===== src/rtl/ps2_tx.sv =====
// Host-side PS/2 transmitter: sends one command byte to a PS/2 device using the
// host-to-device sequence (inhibit, request-to-send, device-clocked data,
// parity and stop, then device acknowledge). The shared open-drain pads are
// driven through active-high pull-low enables.
//
// Ports
//   clk, rst          system clock, asynchronous active-low reset
//   tx_valid/tx_ready command byte handshake; accept = tx_valid & tx_ready
//   tx_data           command byte, sampled on accept
//   ps2_clk/ps2_data  asynchronous pad inputs
//   ps2_clk_oe        1 = pull ps2_clk low
//   ps2_data_oe       1 = pull ps2_data low
//   busy              ~tx_ready, lets the neighbouring receiver ignore our frame
//   done              1-cycle pulse: byte acknowledged and bus idle
//   err               1-cycle pulse: NACK or timeout
module ps2_tx #(
  parameter int unsigned INHIBIT_CYCLES = 5000,
  parameter int unsigned TIMEOUT_CYCLES = 1000000,
  parameter int unsigned CNT_W          = 20
) (
  input  logic       clk,
  input  logic       rst,
  input  logic       tx_valid,
  input  logic [7:0] tx_data,
  output logic       tx_ready,
  input  logic       ps2_clk,
  input  logic       ps2_data,
  output logic       ps2_clk_oe,
  output logic       ps2_data_oe,
  output logic       busy,
  output logic       done,
  output logic       err
);

  localparam int unsigned BIT_W = 4;
  localparam logic [CNT_W-1:0] INHIBIT_LAST = CNT_W'(INHIBIT_CYCLES - 1);
  localparam logic [CNT_W-1:0] TIMEOUT_LAST = CNT_W'(TIMEOUT_CYCLES - 1);
  localparam logic [BIT_W-1:0] DATA_FALLS   = BIT_W'(8);

  typedef enum logic [2:0] {
    ST_IDLE,
    ST_INHIBIT,
    ST_RTS,
    ST_SEND,
    ST_ACK,
    ST_WAIT_IDLE
  } state_t;

  state_t           state, state_nxt;
  logic [7:0]       shift, shift_nxt;
  logic             parity, parity_nxt;
  logic [BIT_W-1:0] bit_cnt, bit_nxt;
  logic [CNT_W-1:0] timer, timer_nxt, timer_inc;
  logic             clk_oe_nxt, data_oe_nxt;
  logic             done_nxt, err_nxt, ready_nxt, busy_nxt;
  logic             timed_out;

  logic clk_s1, clk_s2, clk_prev;
  logic data_s1, data_s2;
  logic fall;

  // Pad synchronizers; the extra clock stage gives falling-edge detection.
  always_ff @(posedge clk or negedge rst) begin
    if (!rst) begin
      clk_s1   <= 1'b1;
      clk_s2   <= 1'b1;
      clk_prev <= 1'b1;
      data_s1  <= 1'b1;
      data_s2  <= 1'b1;
    end else begin
      clk_s1   <= ps2_clk;
      clk_s2   <= clk_s1;
      clk_prev <= clk_s2;
      data_s1  <= ps2_data;
      data_s2  <= data_s1;
    end
  end

  assign fall = clk_prev & ~clk_s2;

  // State and registered outputs.
  always_ff @(posedge clk or negedge rst) begin
    if (!rst) begin
      state       <= ST_IDLE;
      shift       <= '0;
      parity      <= 1'b0;
      bit_cnt     <= '0;
      timer       <= '0;
      ps2_clk_oe  <= 1'b0;
      ps2_data_oe <= 1'b0;
      tx_ready    <= 1'b1;
      busy        <= 1'b0;
      done        <= 1'b0;
      err         <= 1'b0;
    end else begin
      state       <= state_nxt;
      shift       <= shift_nxt;
      parity      <= parity_nxt;
      bit_cnt     <= bit_nxt;
      timer       <= timer_nxt;
      ps2_clk_oe  <= clk_oe_nxt;
      ps2_data_oe <= data_oe_nxt;
      tx_ready    <= ready_nxt;
      busy        <= busy_nxt;
      done        <= done_nxt;
      err         <= err_nxt;
    end
  end

  // Next-state and next-output logic.
  always_comb begin
    state_nxt   = state;
    shift_nxt   = shift;
    parity_nxt  = parity;
    bit_nxt     = bit_cnt;
    timer_nxt   = timer;
    clk_oe_nxt  = ps2_clk_oe;
    data_oe_nxt = ps2_data_oe;
    done_nxt    = 1'b0;
    err_nxt     = 1'b0;
    timer_inc   = timer + CNT_W'(1);
    timed_out   = (timer == TIMEOUT_LAST);

    case (state)
      ST_IDLE: begin
        clk_oe_nxt  = 1'b0;
        data_oe_nxt = 1'b0;
        if (tx_valid && tx_ready) begin
          shift_nxt  = tx_data;
          parity_nxt = ~^tx_data;
          bit_nxt    = '0;
          timer_nxt  = '0;
          clk_oe_nxt = 1'b1;
          state_nxt  = ST_INHIBIT;
        end
      end

      // The RTS cycle is the last of the INHIBIT_CYCLES clock-low cycles,
      // so leave one count early and let the counter rest at its last value.
      ST_INHIBIT: begin
        timer_nxt = timer_inc;
        if (timer_inc == INHIBIT_LAST) begin
          data_oe_nxt = 1'b1;
          state_nxt   = ST_RTS;
        end
      end

      ST_RTS: begin
        clk_oe_nxt = 1'b0;
        timer_nxt  = '0;
        bit_nxt    = '0;
        state_nxt  = ST_SEND;
      end

      ST_SEND: begin
        if (fall) begin
          timer_nxt = '0;
          bit_nxt   = bit_cnt + BIT_W'(1);
          if (bit_cnt < DATA_FALLS) begin
            data_oe_nxt = ~shift[0];
            shift_nxt   = {1'b0, shift[7:1]};
          end else if (bit_cnt == DATA_FALLS) begin
            data_oe_nxt = ~parity;
          end else begin
            data_oe_nxt = 1'b0;
            state_nxt   = ST_ACK;
          end
        end else if (timed_out) begin
          clk_oe_nxt  = 1'b0;
          data_oe_nxt = 1'b0;
          err_nxt     = 1'b1;
          state_nxt   = ST_IDLE;
        end else begin
          timer_nxt = timer_inc;
        end
      end

      ST_ACK: begin
        if (fall) begin
          timer_nxt = '0;
          if (!data_s2) begin
            state_nxt = ST_WAIT_IDLE;
          end else begin
            err_nxt   = 1'b1;
            state_nxt = ST_IDLE;
          end
        end else if (timed_out) begin
          clk_oe_nxt  = 1'b0;
          data_oe_nxt = 1'b0;
          err_nxt     = 1'b1;
          state_nxt   = ST_IDLE;
        end else begin
          timer_nxt = timer_inc;
        end
      end

      ST_WAIT_IDLE: begin
        if (clk_s2 && data_s2) begin
          done_nxt  = 1'b1;
          state_nxt = ST_IDLE;
        end else if (fall) begin
          timer_nxt = '0;
        end else if (timed_out) begin
          clk_oe_nxt  = 1'b0;
          data_oe_nxt = 1'b0;
          err_nxt     = 1'b1;
          state_nxt   = ST_IDLE;
        end else begin
          timer_nxt = timer_inc;
        end
      end

      default: begin
        clk_oe_nxt  = 1'b0;
        data_oe_nxt = 1'b0;
        state_nxt   = ST_IDLE;
      end
    endcase

    // Ready only opens the cycle after a done/err pulse.
    ready_nxt = (state_nxt == ST_IDLE) && !done_nxt && !err_nxt;
    busy_nxt  = !ready_nxt;
  end

endmodule

===== config.mk =====
export PLATFORM = sky130hd
export DESIGN_NAME = ps2_tx
export DESIGN_NICKNAME = d
export VERILOG_FILES = /design/src/rtl/ps2_tx.sv
export SDC_FILE = /design/constraint.sdc
export NUM_CORES = 1
export LEC_CHECK = 0
export CAP_MARGIN = 10
export CELL_PAD_IN_SITES_DETAIL_PLACEMENT = 0
export CELL_PAD_IN_SITES_GLOBAL_PLACEMENT = 1
export CORE_MARGIN = 10
export CORE_UTILIZATION = 30
export DETAILED_ROUTE_END_ITERATION = 8
export PLACE_DENSITY_LB_ADDON = 0.3
export SYNTH_ARGS = -nofsm -noshare
export SYNTH_HDL_FRONTEND = slang
export SYNTH_SLANG_ARGS = --single-unit

===== constraint.sdc =====
create_clock -name clk -period 3.1 [get_ports clk]
set_input_delay 0.62 -clock clk [delete_from_list [all_inputs] [get_ports clk]]
set_output_delay 0.62 -clock clk [all_outputs]
set_load 0.1 [all_outputs]

==> summary.txt <==
impl run done, here's what came out: Psw=267.1 uW, Post-synth seq share=38.55%, top cells by count=41 x dfrtp_1, 36 x nor2_1, 27 x nand2_1, 19 x a21oi_1, 19 x o21ai_0, vias in the first global route=2579, Setup crit start=timer[0], H-tree depth=2, P&R area growth vs syn=12.75%, R2R cell count=7, Post-CTS Setup Repair Bufs=0, Placement Cell Area=3343 um2, Synth mux share=3.301%, CP endpoint kind=flip-flop, Logic area=1709 um2, RSZ-0062 raised after global routing=false, Gate power share=6.2%, count of routing violations after the opening detailed-route iteration=182, setup ws final=381.6 ps, ys cells=348, post-route cell area=3462 um2, most used logic cell in the final layout=dfrtp_1, worst setup path endpoint=timer[4], Setup TNS=0 ps, largest cell class by area=multi-input combinational cells, Yosys warning count=0, status=finished clean, ant diodes=0, largest net degree at the start of global routing=~48, Non-Filler Instances=496, Reg clk slew, reported paths=100 ps, internal power=839.1 uW, Crit path depth=7, leak pwr=about 1.3 nW, HP Class=in2async, Distinct cells, synth=57, Worst R2R Setup Slack=between 300 and 400 ps, Setup CP Type=reg2reg, Post-CTS Hold Buffers=0, #FFs+latches synth=between 40 and 50, GRT overflow=0, Clock Buffer Count=6, layout cells sized above 1=between 10% and 20%, WL met3=291 um, Total Power=1.106 mW, # nets final=379, clock power share=37.0%, inverter count=9, met2 usage=17.21%, Late-Pin Clk Latency=slightly above 300 ps, max reg flops=20
**Placed standard cells**

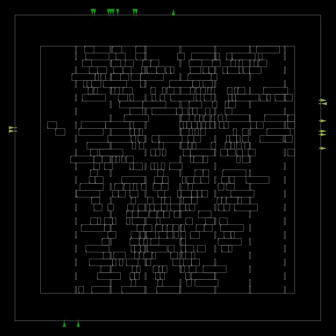
Core Area: 9864 um2
row count: 36
Fillers: 1024
Well-Tap Cells: 133
FFs & Latches: 47

**Sequential cells grouped by signal name**

The bar under the picture is 20 um long. Other sequential cells in the stronger grey, the rest of the logic in the fainter grey.
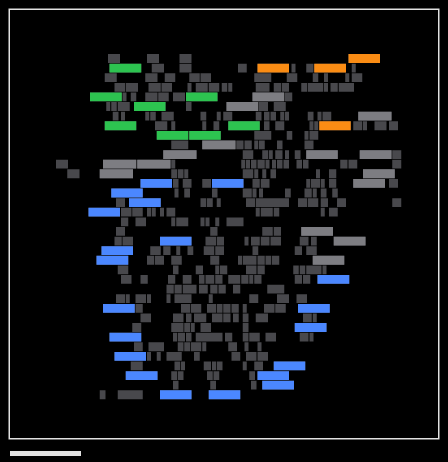
`timer` -> blue  # flops 20
`bit_cnt` -> orange  # flops 4, where top right
`shift` -> green  # flops 8
not coloured = 15
FF+latch area: 1184 um2
Finished Core Util: 35.10%
sequential cell area share: 34.19%

**Wiring by layer**

The bar under the picture is 20 um long.
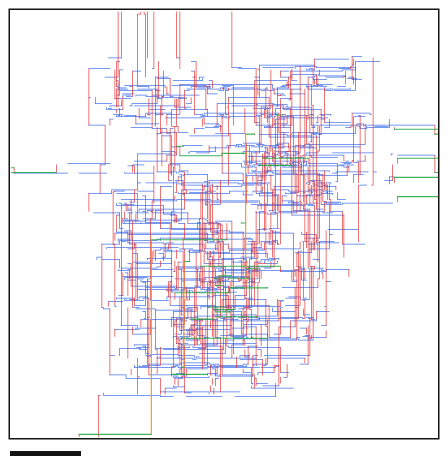
metal 2 -> red  # wire length 3670 um
metal 4 -> orange  # wire length 129 um
metal 1 -> blue  # wire length 3930 um
metal 3 -> green  # wire length 292 um
drt total wl: 8015 um
Total GRT Usage: 11.09%
via count: 2668

No activity file was given, so power comes from the tool's default toggle rates.
